==> run_1/drive_strength.png <==
(1.5 px per um)
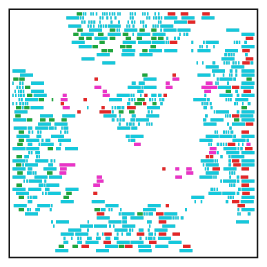
==> run_1/cell_classes.png <==
(3 px per um)
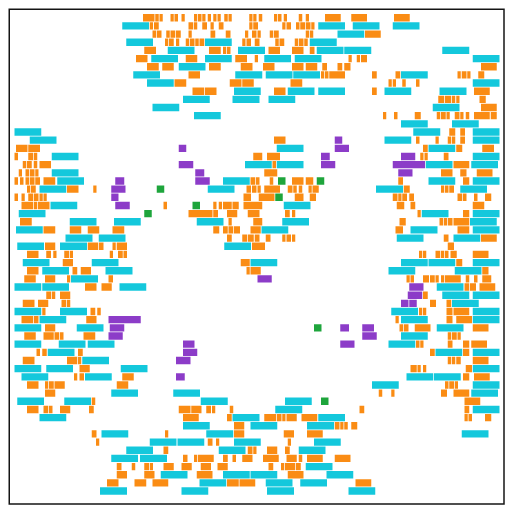
==> run_1/met3.png <==
(2 px per um) Cells faint in the background.
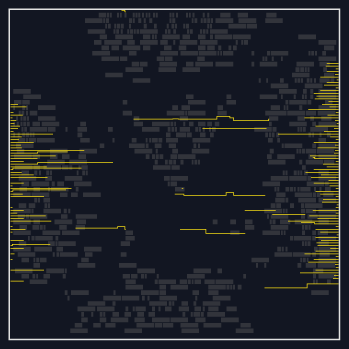
File: config.mk
export PLATFORM = sky130hd
export DESIGN_NAME = booth_multiplier
export DESIGN_NICKNAME = d
export VERILOG_FILES = /design/src/rtl/booth_multiplier.sv
export SDC_FILE = /design/constraint.sdc
export NUM_CORES = 1
export LEC_CHECK = 0
export CORE_UTILIZATION = 29
export CTS_BUF_LIST = sky130_fd_sc_hd__clkbuf_8
export DETAILED_ROUTE_END_ITERATION = 12
export DONT_BUFFER_PORTS = 1
export HOLD_SLACK_MARGIN = 0.12
export SLEW_MARGIN = 0
export SYNTH_ARGS = -nofsm -noshare
export SYNTH_HDL_FRONTEND = slang
export SYNTH_SLANG_ARGS = --single-unit
File: constraint.sdc
create_clock -name clk -period 10.23 [get_ports clk]
set_clock_uncertainty 0.1 [all_clocks]
set_input_delay 1.5345 -clock clk [delete_from_list [all_inputs] [get_ports clk]]
set_output_delay 1.5345 -clock clk [all_outputs]
set_load 0.01 [all_outputs]
File: src/rtl/booth_multiplier.sv
// Sequential radix-2 Booth multiplier: signed WIDTH x WIDTH -> 2*WIDTH product as hi/lo.
// Borrows an external WIDTH-bit adder each cycle through add_x/add_y/add_cin/add_sum.
module booth_multiplier #(
  parameter int unsigned WIDTH = 32,
  parameter int unsigned CNT_W = 6
) (
  input  logic             clk,
  input  logic             rst,
  input  logic             start,
  input  logic [WIDTH-1:0] multiplicand,
  input  logic [WIDTH-1:0] multiplier,
  output logic             busy,
  output logic             done,
  output logic [WIDTH-1:0] hi,
  output logic [WIDTH-1:0] lo,
  output logic [WIDTH-1:0] add_x,
  output logic [WIDTH-1:0] add_y,
  output logic             add_cin,
  input  logic [WIDTH-1:0] add_sum
);

  typedef enum logic [1:0] {StIdle, StRun, StDone} state_e;

  state_e             state_q, state_d;
  logic [WIDTH-1:0]   a_q, a_d;
  logic [WIDTH-1:0]   q_q, q_d;
  logic [WIDTH-1:0]   m_q, m_d;
  logic [WIDTH-1:0]   hi_q, hi_d;
  logic [WIDTH-1:0]   lo_q, lo_d;
  logic               qm1_q, qm1_d;
  logic [CNT_W-1:0]   cnt_q, cnt_d;

  logic               last_step;
  logic               ovf;
  logic               shift_in;
  logic [WIDTH-1:0]   a_shifted;
  logic [WIDTH-1:0]   q_shifted;

  assign last_step = (cnt_q == CNT_W'(WIDTH - 1));

  // The adder drops the 33rd bit; recover the true sign when the add overflows.
  assign ovf       = (add_x[WIDTH-1] == add_y[WIDTH-1]) &&
                     (add_sum[WIDTH-1] != add_x[WIDTH-1]);
  assign shift_in  = ovf ? ~add_sum[WIDTH-1] : add_sum[WIDTH-1];
  assign a_shifted = {shift_in, add_sum[WIDTH-1:1]};
  assign q_shifted = {add_sum[0], q_q[WIDTH-1:1]};

  // State register
  always_ff @(posedge clk or posedge rst) begin
    if (rst) begin
      state_q <= StIdle;
    end else begin
      state_q <= state_d;
    end
  end

  // Next-state logic
  always_comb begin
    state_d = state_q;
    unique case (state_q)
      StIdle:  if (start) state_d = StRun;
      StRun:   if (last_step) state_d = StDone;
      StDone:  state_d = StIdle;
      default: state_d = StIdle;
    endcase
  end

  // Output logic
  always_comb begin
    busy    = 1'b0;
    done    = 1'b0;
    add_x   = '0;
    add_y   = '0;
    add_cin = 1'b0;
    unique case (state_q)
      StRun: begin
        busy  = 1'b1;
        add_x = a_q;
        unique case ({q_q[0], qm1_q})
          2'b01: begin
            add_y = m_q;
          end
          2'b10: begin
            add_y   = ~m_q;
            add_cin = 1'b1;
          end
          default: begin
            add_y   = '0;
            add_cin = 1'b0;
          end
        endcase
      end
      StDone: begin
        busy = 1'b1;
        done = 1'b1;
      end
      default: ;
    endcase
  end

  // Datapath next-state
  always_comb begin
    a_d   = a_q;
    q_d   = q_q;
    m_d   = m_q;
    qm1_d = qm1_q;
    cnt_d = cnt_q;
    hi_d  = hi_q;
    lo_d  = lo_q;
    unique case (state_q)
      StIdle: begin
        if (start) begin
          a_d   = '0;
          q_d   = multiplier;
          m_d   = multiplicand;
          qm1_d = 1'b0;
          cnt_d = '0;
        end
      end
      StRun: begin
        a_d   = a_shifted;
        q_d   = q_shifted;
        qm1_d = q_q[0];
        cnt_d = cnt_q + CNT_W'(1);
        if (last_step) begin
          hi_d = a_shifted;
          lo_d = q_shifted;
        end
      end
      default: ;
    endcase
  end

  // Datapath registers
  always_ff @(posedge clk or posedge rst) begin
    if (rst) begin
      a_q   <= '0;
      q_q   <= '0;
      m_q   <= '0;
      qm1_q <= 1'b0;
      cnt_q <= '0;
      hi_q  <= '0;
      lo_q  <= '0;
    end else begin
      a_q   <= a_d;
      q_q   <= q_d;
      m_q   <= m_d;
      qm1_q <= qm1_d;
      cnt_q <= cnt_d;
      hi_q  <= hi_d;
      lo_q  <= lo_d;
    end
  end

  assign hi = hi_q;
  assign lo = lo_q;

endmodule

==> results.txt, run 1 <==
Observations from the implementation run.

Run status:
- The flow ran to the end, and the final reports show no timing, DRC or antenna violations.

Route:
- The routed layout has 4,750 vias.
- The run gives the count of TritonRoute iterations in the first routing pass as 4.
- The run puts the total length of routed wires at 17.00 mm.
- The run gives the DRC violation count after routing as 0.
- The run gives the number of violations reported at the end of detailed-routing iteration 0 as 397.
- The detail route stage leaves a number of antenna-violating nets equal to 0.
- The run gives the routed wirelength normalized by instance count as 16.79 um.
- The run puts the ratio of routed vias to standard cells at 4.689.

Logic synthesis:
- The run puts the sequential area share after synthesis at 55.27%.
- In this run, synthesis produced a sequential element count of 169.
- The run puts the post-synthesis async set-or-reset flop share at 100.0%.
- The number of nets handed over by synthesis was 790.
- The run gives the post-synthesis instance total as 686.
- Yosys attributes the largest share of cell area to dfrtp_1 (55%), mux2_2 (8.7%), mux2_4 (7.3%), nand2_1 (5.0%), mux2i_1 (4.6%).
- The run puts the mean cell area of the mapped netlist at 11.15 um2.
- The run gives the count of cell types in the netlist as 34.
- For this run, the chip area from Yosys synthesis comes to 0.007651 mm2.
- Looking at the gate-level netlist, the highest instance count belongs to dfrtp_1.
- For this run, the leading register cell type out of synthesis is dfrtp_1.
- The run gives the count of flip-flops with a built-in enable after synthesis as 0.
- The number of cells reported by Yosys stat comes to 686.
- Summed over all instances, the cell type with the most area after synthesis is dfrtp_1.

Timing:
- The run puts the fraction of the cycle the final worst path needs at 45.53%.
- The run gives the transition time of the tightest slew-check pin as 1226 ps.
- The run puts the total count of max-transition violations in the final report at 0.
- The worst-case max-slew headroom was logged as 17.90%.
- The final hold violation count recorded for this run is 0.
- Setup repair after global routing left no endpoint under its margin.
- The run gives the fmax as 214.7 MHz.
- The run gives the count of endpoints failing setup in the final report as 0.
- The run puts the sum of negative setup slack at 0 ps.

Power:
- In this run switching power makes up 39.20% of total power.
- The run gives the sequential share of power as 44.9%.
- The run puts the power density over the cells at 266.5 mW/mm2.
- The run gives the static leakage as 3.948 nW.
- The flow reports that combinational logic draws 33.0% of the design power.

Clocking:
- Once the clock tree was built, the resizer swapped 0 gates to a different size.
- The run puts the insertion delay at the late pin of the worst-skew pair at 450 ps.
- Counting every sink on the clock net gives 169.
- TritonCTS built the clock tree.
- The run gives the CTS clock-pin slew for the worst setup and hold paths as 90 ps.
- The run gives the buffer cell driving the clock tree root as clkbuf_8.
- The run puts the number of buffers created by CTS at 17.
- The run gives the H-tree level count as 4.
- The post-CTS hold buffer count recorded in the log is 0.

Cells and area:
- The run puts the number of fillers in the final layout at 2,670.
- The run gives the logic area as 0.003188 mm2.
- The run gives the number of diodes as 0.
- Cells with a size suffix above 1 make up 21.09% of the layout.

GRT:
- The run gives the via count of the first global-routing pass as 4,787.
- The first global-routing pass estimated 25.99 mm of wire.
- The run gives the overall global routing resource usage as 12.52%.
- For this run the aggregate overflow at the end of global routing stands at 0.
- The run gives the pin count of the biggest net entering global routing as 105.

Critical path:
- The run puts the internal reg-to-reg setup slack at 7130 ps.
- The run puts the signal arrival time at the worst endpoint at 3020 ps.
- The run gives the launching element type of the critical path as a flop.
- The number of cells on the worst reg-to-reg path is 6.
- Per the timing report, the most critical flop-to-flop path originates at state_q[1].
- Max fanout on the critical path was recorded as 41.
- The run gives the endpoint of the worst register-to-register path as lo[7].
- The worst setup path is captured at an output port.

Placement:
- The run puts the post-placement cell area at 0.007920 mm2.
- In this run, placement finished with an instance count of 982.
- The run puts the HPWL after detailed placement at 11.21 mm.

Hold path:
- The run gives the startpoint of the lowest-slack hold path as a_q[2].
- For hold timing, the worst endpoint is a_q[2].
- The run gives the cell count of the worst hold path as 2.
- The tightest min-delay check is of the flop to flop type.

Floorplanning:
- 230 I/O pins were placed.
- The run gives the floorplan die height as 164.4 um.
- The die covers 0.02704 mm2.
- The run gives the horizontal die dimension as 164.4 um.
- The run gives the initial cell density of the core as 29.44%.

Run:
- The run gives the count of max-cap constraint violations as 0.
Notes on drive_strength.png above:
- cyan: drive 1 or less (cells 535; share 79%; most used dfrtp_1)
- magenta: drive 6 and up (cells 26; share 3.8%; most used clkbuf_8)
- green: drive 2 (cells 64; share 9.4%; most used mux2_2)
- red: drive 3 to 4 (cells 53; share 7.8%; most used mux2_4)
synthesis-to-finish area growth: 8.716%
total non-filler cell area in the finished layout: 0.008318 mm2
worst-case setup margin in the final layout: 5573 ps
non-clock buffer count in the final layout: 8

Notes on cell_classes.png above:
- orange: all other logic (cells 470)
- purple: clock drivers and dummy loads (cells 31)
- cyan: flip-flops (cells 169)
- green: other buffers and delay cells (cells 8)
core area: 0.02598 mm2
row count: 59
share of the core filled with cells: 32.01%
fraction of area in registers: 50.84%

Notes on met3.png above:
- share of all routed wire: 8.5%
- nets with wire on the layer: 134
- wire length on this layer: 1,450 um
- longest straight run: 37.5 um
- main direction: horizontal

==> run 1: state kept, by name, summed over array words and instances, names as in the netlist <==
name and flops:
a_q 32, cnt_q 6, hi 32, lo 32, m_q 32, q_q 32
qm1_q 1, state_q 2
==> run 1: power groups by stage <==
stage / sequential [mW] / combinational (mW) / clock [mW]
6_report: 0.995 / 0.732 / 0.490
5_1_grt: 1.02 / 0.838 / 0.539
4_1_cts: 0.996 / 0.747 / 0.516
3_5_place_dp: 1.01 / 0.750 / 0
3_3_place_gp: 1.00 / 0.727 / 0
2_1_floorplan: 0.964 / 0.627 / 0
==> run 1: worst max-delay path by stage <==
stage                     depth (start not counted)   endpoint  startpoint
after floorplan                                   1     a_q[0]         rst
after global placement                            5  add_y[31]  state_q[1]
after detailed placement                          5  add_y[31]  state_q[1]
after CTS                                         5  add_y[31]  state_q[1]
after global routing                              5  add_y[31]  state_q[1]
final                                             5  add_y[31]  state_q[1]
==> run 1: cell type report <==
type,count,area share [%]
timing repair buffer,8,0.7220
clock buffer,17,2.813
sequential,169,50.84
inverter,5,0.2858
multi-input combinational,465,38.33
tap,335,5.039
clock inverter,14,1.971
==> run 1: critical path: stages (launching register included) <==
cell	delay, ps
dfrtp_1	400
inv_1	110
ha_2	170
buf_4	560
inv_2	440
o31ai_1	880
==> run 1: metrics by stage <==
stage,worst slack [ps],hold WS (ps)
after floorplan,4020,330.4
after global placement,6062,340.6
after detailed placement,6014,347.5
after CTS,5492,369.2
after global routing,5333,388.0
final,5573,362.9
==> run 1: cell families (layout without fill, tap and decap cells) <==
| kind of cell | Yosys count | after routing | share of synthesized area (%) |
|---|---|---|---|
| and+or+nand+nor | 245 | 245 | 14.06 |
| xor gates and xnor gates | 1 | 1 | 0.1145 |
| DFF | 169 | 169 | 55.27 |
| muxes | 131 | 131 | 20.52 |
| adders and majority gates | 5 | 5 | 0.8177 |
| buffers and inverters | 52 | 44 | 3.483 |
| AOI/OAI and AO/OA | 83 | 83 | 5.724 |
==> run 1: cell usage in the layout (no fill, tap or decap), types with 5 or more instances in the layout <==
master      netlist  final
a21oi_1          36     36
and2_1           32     32
buf_4             4      8
clkbuf_8          0     17
clkinvlp_4        0      5
dfrtp_1         169    169
inv_6             0      5
mux2_2           59     59
mux2_4           37     37
mux2i_1          35     34
nand2_1         102    102
nand3_1          36     35
nor2_1           66     66
o21ai_0          38     38
==> run 1: metal layers <==
layer,vias to the layer above,routed length (um),global-route usage [%]
met5,-,0,0
li1,2269,-,-
met1,2327,7497,15.08
met3,5,1449,4.897
met4,0,102,3.128
met2,149,7954,20.83
==> run_1/final_clocks.png <==
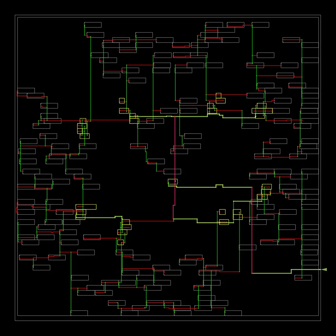

--- run 2 (diff from run 1) ---
==> constraint.sdc (replaced) <==
create_clock -name clk -period 4.6 [get_ports clk]
set_clock_uncertainty 0.1 [all_clocks]
set_input_delay 0.69 -clock clk [delete_from_list [all_inputs] [get_ports clk]]
set_output_delay 0.69 -clock clk [all_outputs]
set_load 0.01 [all_outputs]
==> run_2/final_clocks.png <==
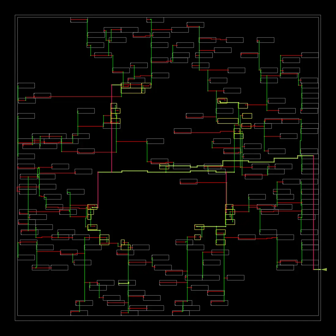
CTS buffer count: 17
total of clock buffers placed in the layout: 20
clk_lat worst skew: 440 ps
clock tree sinks: 169
clock network power consumption: 1.13 mW

==> run_2/drive_strength.png <==
(1.5 px per um)
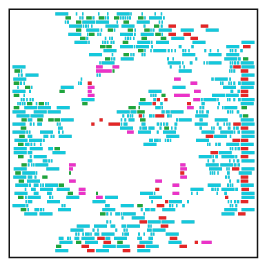
- cyan: drive 1 or less (cells 535; share 79%; most used dfrtp_1)
- magenta: drive 6 and up (cells 26; share 3.8%; most used clkbuf_8)
- green: drive 2 (cells 67; share 9.9%; most used mux2_2)
- red: drive 3 to 4 (cells 52; share 7.6%; most used mux2_4)

==> run_2/met3.png <==
(2 px per um) Cells faint in the background.
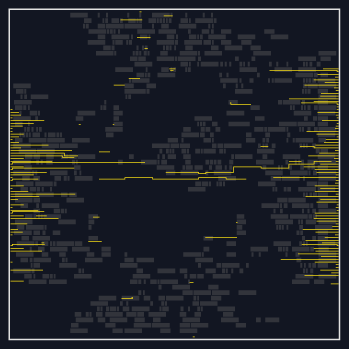
- wire length on this layer: 1,550 um
- main direction: horizontal
GR met3 Demand/Resource: 4.746%
via count: 4,824
total wire length after detailed routing: 17.76 mm

==> run 2 against run 1 <==
Effect of this change: die size stayed put; final area up 0.42%; sequential share of layout area is 0.21 points lower; sequential power is 120% higher; register-to-register slack got worse by 5600 ps; critical endpoint unchanged.
==> results.txt, run 2 <==
Observations from the implementation run.

Logic synthesis:
- The cell count in the Yosys report is 686 (unchanged).
- The run gives the post-synthesis async set-or-reset flop share as 100.0% (unchanged).
- The run puts the flop and latch count out of synthesis at 169 (unchanged).
- The run puts the sequential area share after synthesis at 55.27% (unchanged).
- The fraction of the mapped netlist area in adder cells was 0.8177% (unchanged).
- The run gives the biggest combinational cell group after synthesis as multiplexers.
- The run puts the count of flip-flops with a built-in enable after synthesis at 0 (unchanged).
- The run puts the share of synthesized cell area in and, or, nand and nor gates at 14.06% (unchanged).
- Sorting the synthesized cells by area gives the leading types as dfrtp_1 (55%), mux2_2 (8.7%), mux2_4 (7.3%), nand2_1 (5.0%), mux2i_1 (4.6%).
- The run gives the post-synthesis instance total as 686 (unchanged).
- The run gives the parity-gate share of the synthesized area counting xor and xnor cells as 0.1145% (unchanged).
- The run gives the count of cell types in the netlist as 34 (unchanged).
- The run puts the net count entering floorplan at 790 (unchanged).
- Looking at area per cell type in the netlist, the leader is dfrtp_1.
- The run gives the most instantiated flip-flop cell in the synthesis netlist as dfrtp_1.

Timing:
- The sum of negative setup slack came to 0 ps (unchanged).
- The run gives the fraction of the cycle the final worst path needs as 69.27%.
- The run gives the fmax as 313.8 MHz.
- The run puts the count of endpoints failing setup in the final report at 0 (unchanged).
- The total count of max-transition violations in the final report came to 0 (unchanged).
- The run gives the transition time of the tightest slew-check pin as 942.4 ps (-283.6 ps).
- The run puts the headroom to the max-slew limit at 37.17% (+19 points).
- The minimum setup slack in the final design is 1413 ps (-4159 ps).
- Setup repair after global routing left no endpoint under its margin.

Run status:
- The flow ran to the end, and the final reports show no timing, DRC or antenna violations.

Cells and area:
- The run puts the number of diodes at 0 (unchanged).
- The run gives the most common cell after layout, fill and taps aside as dfrtp_1.

Floorplanning:
- The initial cell density of the core came to 29.44% (unchanged).
- The count of pins on the block boundary came to 230 (unchanged).
- The count of standard-cell rows came to 59 (unchanged).
- The run gives the area of the placeable core as 0.02598 mm2 (unchanged).
- The floorplan die height is 164.4 um (unchanged).

Clocking:
- The run puts the count of hold buffers inserted by post-cts repair at 0 (unchanged).
- The total of cells resized after clock tree synthesis came to 0 (unchanged).
- The run gives the buffer cell driving the clock tree root as clkbuf_8.
- The run puts the CTS clock-pin slew for the worst setup and hold paths at 100 ps (about the same).
- TritonCTS built the clock tree.
- The run gives the H-tree level count as 4 (unchanged).

Placement:
- The run puts the HPWL after detailed placement at 11.37 mm (+1.5%).
- The run puts the worst setup slack before clock tree synthesis at 1451 ps (-4563 ps).

GRT:
- The via count of the first global-routing pass was 4,761 (-0.54%).
- The run gives the pin count of the biggest net entering global routing as 170 (+62%).
- The run puts the wire length of the first global-routing pass at 26.85 mm (+3.3%).
- The run gives the met1 track utilization from global routing as 15.45% (+0.36 points).
- The run puts the global routing met2 resource utilization at 21.17% (+0.35 points).
- Global routing put the most usage on met2.
- The run gives the remaining global-route overflow as 0 (unchanged).
- The run gives the overall global routing resource usage as 12.90% (+0.38 points).

Route:
- The run gives the routed wirelength normalized by instance count as 17.50 um (+4.3%).
- The run puts the residual antenna-violating net count after detailed routing at 0 (unchanged).
- The number of violations reported at the end of detailed-routing iteration 0 came to 242 (-39%).
- The run puts the DRC violation count after routing at 0 (unchanged).

Hold path:
- The run gives the startpoint of the lowest-slack hold path as add_sum[27].

Critical path:
- The run puts the signal arrival time at the worst endpoint at 2400 ps (-620 ps).
- The worst setup path is captured at an output port.
- Tracing the worst setup path back leads to its startpoint at state_q[1].
- The run gives the launching element type of the critical path as a flop.
- The peak fanout along the critical path was 40 (-2.4%).

Power:
- The run puts the power density over the cells at 597.1 mW/mm2 (+120%).
- The static leakage is 3.983 nW (+0.89%).
==> run 2: final timing paths <==
| kind | to | slack (ps) | cells past startpoint |
|---|---|---|---|
| max | add_y[31] | 1410 | 5 |
| min | a_q[26] | 270 | 2 |
| max reg2reg | lo[5] | 1530 | 6 |
| min reg2reg | a_q[20] | 360 | 2 |
| max in group asynchronous | m_q[30] | 3440 | 2 |
| min in group asynchronous | hi[23] | 280 | 2 |
==> run 2: critical path, stage by stage (launching register included) <==
cell	delay [ps]
dfrtp_1	410
inv_1	110
ha_2	190
buf_4	550
or4bb_1	450
o31ai_1	250
==> run 2: per-stage QoR <==
step,hold slack (ps),cells,cell area [um2]
floorplan,330.4,686,7655
global placement,340.1,983,7939
detailed placement,347.6,983,7939
CTS,214.9,1015,8353
global route,228.8,1015,8353
finish,267.8,1015,8353
==> run 2: cell type report <==
class                           instances  area [um2]
Fill cell                            2626       17630
Sequential cell                       169        4229
Multi-Input combinational cell        465        3188
Tap cell                              335       419.2
Clock buffer                           20       275.3
Clock inverter                         12       138.9
Timing Repair Buffer                    9       80.08
Inverter                                5       22.52
==> run 2: routing by layer <==
| metal | routed length [um] | vias to the layer above |
|---|---|---|
| met2 | 8451 | 169 |
| li1 | - | 2280 |
| met4 | 227 | 4 |
| met1 | 7504 | 2352 |
| met3 | 1549 | 19 |
| met5 | 31 | - |
==> run 2: where the power goes <==
group,switching (mW),internal (mW)
Clock,0.592,0.536
Combinational,1.05,0.615
Sequential,0.297,1.90
Total,1.94,3.05
==> run 2: cells by family (layout without fill, tap and decap cells) <==
kind of cell             Yosys count  in the layout
AND-OR/OR-AND                     83             83
XOR/XNOR                           1              1
adder cells (fa/ha/maj)            5              5
buffers and inverters             52             46
flip-flops                       169            169
multiplexers                     131            131
AND/OR/NAND/NOR                  245            245
--- run 3 (diff from run 2) ---
==> constraint.sdc (replaced) <==
create_clock -name clk -period 3.3 [get_ports clk]
set_clock_uncertainty 0.1 [all_clocks]
set_input_delay 0.495 -clock clk [delete_from_list [all_inputs] [get_ports clk]]
set_output_delay 0.495 -clock clk [all_outputs]
set_load 0.01 [all_outputs]
==> run_3/final_clocks.png <==
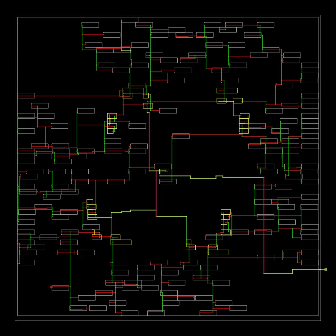
Seq Cell Count: 169
total of clock buffers placed in the layout: 18
clock network power consumption: 1.67 mW

==> run_3/drive_strength.png <==
(1.5 px per um)
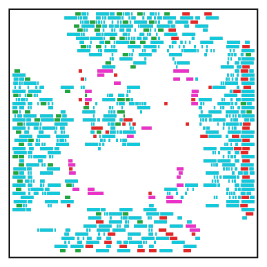
- cyan: drive 1 or less (cells 611; share 80%; most used dfrtp_1)
- green: drive 2 (cells 65; share 8.6%; most used mux2_2)
- red: drive 3 to 4 (cells 56; share 7.4%; most used mux2_4)
- magenta: drive 6 and up (cells 28; share 3.7%; most used clkbuf_8)

==> run 3 against run 2 <==
Effect of this change: sequential cell count is the same; worst setup slack lost 770 ps; global-route usage up 0.39 points; non-clock buffer count grew 80; final cell count grew 7.9%; via count is 5.9% higher; largest power group unchanged; register-to-register slack worse by 650 ps; clock power grew 48%.
==> results.txt, run 3 <==
Observations from the implementation run.

Critical path:
- The number of cell instances on the worst register-to-register path is 7 (+1).
- The buffers plus inverters on the worst setup path came to 3 (+1).
- The run gives the timing endpoint of the critical path as add_y[31].
- The timing report shows that the slowest cell on the worst path is dfrtp_1.
- For reference, the critical path is launched at state_q[1].
- The maximum cell stage delay along the critical path came to 410 ps (-140 ps).
- The run gives the launching element type of the critical path as a flop.
- The signal arrival time at the worst endpoint came to 2060 ps (-340 ps).
- On the critical path the largest part of the delay comes from buffers and inverters.
- In this run the critical path is formed by inv_1, ha_2, inv_2, o31ai_1, buf_4.
- The run gives the type of the worst setup path as flop to output port.
- The peak fanout along the critical path came to 34 (-15%).
- The run puts the number of stages on the worst setup path at 5 (unchanged).
- At the worst endpoint, the required time is 2700 ps.
- The launch point of the worst register-to-register path is recorded as state_q[1].
- The run puts the internal reg-to-reg setup slack at 880 ps (-650 ps).
- The worst setup path is captured at an output port.
- The run gives the endpoint of the worst register-to-register path as a_q[31].

Power:
- The worst-case IR drop observed on VDD is 0.3043 mV.
- The run puts the power density over the cells at 779.5 mW/mm2 (+31%).
- The run gives the overall power after layout as 7.167 mW.
- The run puts the static leakage at 4.334 nW (+8.8%).

Floorplanning:
- The die covers 0.02704 mm2.
- According to the floorplan report, the die width is 164.4 um.
- The run gives the count of pins on the block boundary as 230 (unchanged).
- The area of the placeable core is 0.02598 mm2 (unchanged).
- The count of standard-cell rows was 59 (unchanged).
- The run puts the initial cell density of the core at 29.44% (unchanged).
- The run puts the floorplan die height at 164.4 um (unchanged).

Cells and area:
- Per the cell usage report, the commonest logic cells after layout are dfrtp_1 (169), nand2_1 (102), dlygate4sd3_1 (75), nor2_1 (66), mux2_2 (59).
- The run gives the synthesis-to-finish area growth as 20.18%.
- The run puts the net count reported at finish at 851.
- The non-filler instance count after layout is 1,095 (+7.9%).
- The run gives the final design instance area without fill as 0.009195 mm2 (+10%).
- The run puts the number of fillers in the final layout at 2,572 (-2.1%).
- In the final layout, the share of cells above drive strength 1 is 19.61%.
- The run gives the number of diodes as 0 (unchanged).
- The top cell type in the final layout, fill and taps aside, is dfrtp_1.

Logic synthesis:
- After synthesis, the most frequently instantiated cells are dfrtp_1 (169), nand2_1 (102), nor2_1 (66).
- The run gives the biggest area consumer among synthesized cells as dfrtp_1.
- The run gives the flop and latch count out of synthesis as 169 (unchanged).
- The post-synthesis instance total came to 686 (unchanged).
- The synthesis log from Yosys contains 0 warnings.
- The run gives the count of flip-flops with a built-in enable after synthesis as 0 (unchanged).
- The run gives the cell count in the Yosys report as 686 (unchanged).
- The run gives the most instantiated flip-flop cell in the synthesis netlist as dfrtp_1.
- The synthesized netlist occupies a cell area of 0.007651 mm2.
- The net count entering floorplan was 790 (unchanged).
- Summed over its instances, the top area cell type makes up 55.27% of the synthesized netlist area.
- The run gives the count of cell types in the netlist as 34 (unchanged).
- The run gives the sequential area share after synthesis as 55.27% (unchanged).
- The run gives the post-synthesis async set-or-reset flop share as 100.0% (unchanged).
- Among all cell types in the netlist, the one instantiated most often is dfrtp_1.
- The run puts the area reported by Yosys stat at 0.007651 mm2.
- Yosys attributes the largest share of cell area to dfrtp_1 (55%), mux2_2 (8.7%), mux2_4 (7.3%), nand2_1 (5.0%), mux2i_1 (4.6%).
- For reference, the post-synthesis area per instance comes to 11.15 um2.

Placement:
- The run gives the worst setup slack before clock tree synthesis as 834.0 ps (-617.0 ps).
- The run puts the post-placement cell area at 0.008001 mm2 (+0.79%).
- The run puts the HPWL after detailed placement at 11.66 mm (+2.5%).
- Per the placement log, port buffering inserted 0 buffers.
- The final weighted congestion recorded by global placement is 0.7296.
- The run gives the number of instances in the placed design as 988 (+0.51%).

Route:
- The run gives the residual antenna-violating net count after detailed routing as 0 (unchanged).
- The run puts the overall via count from detail_route at 5,111 (+5.9%).
- The DRC violation count after routing was 0 (unchanged).
- The run puts the total length of routed wires at 18.18 mm (+2.4%).
- The run puts the routed wirelength normalized by instance count at 16.61 um (-5.1%).
- The run puts the number of violations reported at the end of detailed-routing iteration 0 at 301 (+24%).
- In the log, the iteration count for the first detailed-route pass is 4.
- The run puts the ratio of routed vias to standard cells at 4.668.

GRT:
- The run gives the remaining global-route overflow as 0 (unchanged).
- The run puts the overall global routing resource usage at 13.29% (+0.39 points).
- The via count of the first global-routing pass is 5,213 (+9.5%).
- The run puts the number of antenna violations at the first check in global routing at 0.
- The run gives the wire length of the first global-routing pass as 27.89 mm (+3.9%).
- The pin count of the biggest net entering global routing is 104 (-39%).

Clocking:
- The run puts the H-tree level count at 4 (unchanged).
- The run gives the clock tree from TritonCTS as yes.
- The run gives the CTS clock-pin slew for the worst setup and hold paths as 90 ps (about the same).
- The run gives the insertion delay at the late pin of the worst-skew pair as 440 ps (about the same).
- The run gives the buffer cell driving the clock tree root as clkbuf_8.
- The run gives the number of buffers added for setup after CTS as 0.
- The number of buffers created by CTS came to 17 (unchanged).
- The number of clock sinks is 169 (unchanged).

Timing:
- The run gives the total count of max-transition violations in the final report as 0 (unchanged).
- The run gives the headroom to the max-slew limit as 52.57% (+15 points).
- Setup repair after global routing left no endpoint under its margin.
- The run puts the transition time of the tightest slew-check pin at 711.5 ps (-230.9 ps).
- The run puts the sum of negative setup slack at 0 ps (unchanged).
- The run puts the worst hold slack at 161.8 ps (-106.0 ps).
- The run puts the count of endpoints failing setup in the final report at 0 (unchanged).
- The run puts the final tally of hold violations at 0.
- After layout, the worst path uses 80.61% of the clock period.
- The run gives the time the worst path needs with I/O delays and setup as 2660 ps.
- The run puts the fmax at 375.9 MHz.
- The run gives the minimum setup slack in the final design as 640.0 ps (-773.4 ps).

Run:
- The run puts the count of max-cap constraint violations at 0.
- The run puts the number of warnings the tools reported at 31.

Hold path:
- Checking hold timing, the worst path is listed with class primary input to flop.

Run status:
- The run finished with clean final reports.
==> run_3/cell_classes.png <==
(3 px per um)
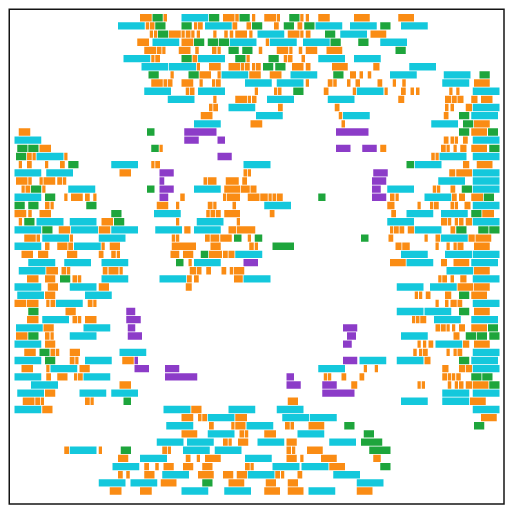
- green: other buffers and delay cells (cells 89)
- orange: all other logic (cells 470)
- cyan: flip-flops (cells 169)
- purple: clock drivers and dummy loads (cells 32)
share of the core filled with cells: 35.39%
fraction of area in registers: 45.99%

run 3: cell types whose count changed in the layout (fill, tap and decap cells not counted), sizes merged:
cell	change
buf	+5
bufinv	+2
clkbuf	-2
clkinv	-4
clkinvlp	+3
dlygate4sd3	+75
inv	+1
run 3: kinds of logic (layout without fill, tap and decap cells):
logic type / after synthesis / count (layout) / share of synthesized area, %
AND/OR/NAND/NOR: 245 / 245 / 14.06
flip-flops: 169 / 169 / 55.27
multiplexers: 131 / 131 / 20.52
AND-OR/OR-AND: 83 / 83 / 5.724
buffers and inverters: 52 / 126 / 3.483
adder cells (fa/ha/maj): 5 / 5 / 0.8177
XOR/XNOR: 1 / 1 / 0.1145
run 3: repair_timing:
item	4_1_cts	5_1_grt
hold endpoints to repair	276	1
hold buffers	74	1
resized	0	0
run 3: how the worst min path moves through the flow:
stage	to	cells after the start	from
after global placement	a_q[29]	2	a_q[29]
after detailed placement	a_q[22]	2	a_q[22]
after CTS	q_q[22]	2	multiplier[22]
after floorplan	a_q[0]	2	a_q[0]
after global routing	q_q[8]	2	multiplier[8]
final	q_q[5]	2	multiplier[5]
run 3: area by class of cell:
type | instances | area (um2) | share of cell area [%]
clock buffer | 18 | 247.7 | 2.694
clock inverter | 14 | 195.2 | 2.123
inverter | 5 | 22.52 | 0.2449
multi-input combinational | 465 | 3188 | 34.67
sequential | 169 | 4229 | 45.99
tap | 335 | 419.2 | 4.558
timing repair buffer | 89 | 893.4 | 9.716
run 3: metal layers:
metal | GRT usage [%] | routed length, um | up-vias
li1 | - | - | 2436
met1 | 16.69 | 8137 | 2511
met2 | 21.48 | 8480 | 153
met3 | 4.746 | 1365 | 11
met4 | 3.670 | 201 | 0
met5 | 0 | 0 | -
run 3: report_power, final:
group | internal (mW) | total (mW) | switching [mW]
clock network | 0.852 | 1.67 | 0.820
registers | 2.65 | 3.06 | 0.412
logic | 0.939 | 2.43 | 1.49

==> gallery <==
Routed metal per tile.
(2 px per um) The die is cut into 33 by 33 equal tiles; dark purple is low, yellow is high, scaled to the fullest tile. Values are wire area over tile area, all layers added.
(a)
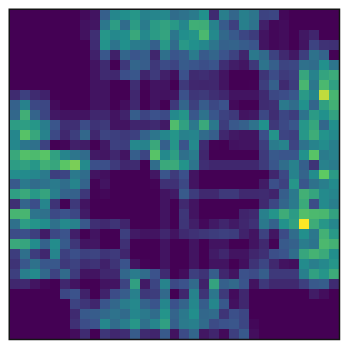
(b)
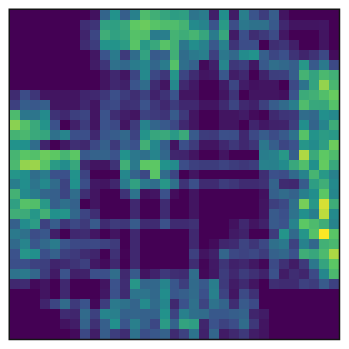
| picture | from |
|---|---|
| (a) | run 1 |
| (b) | run 3 |

Power figures rest on the tool's default switching activity, not on a simulated workload.
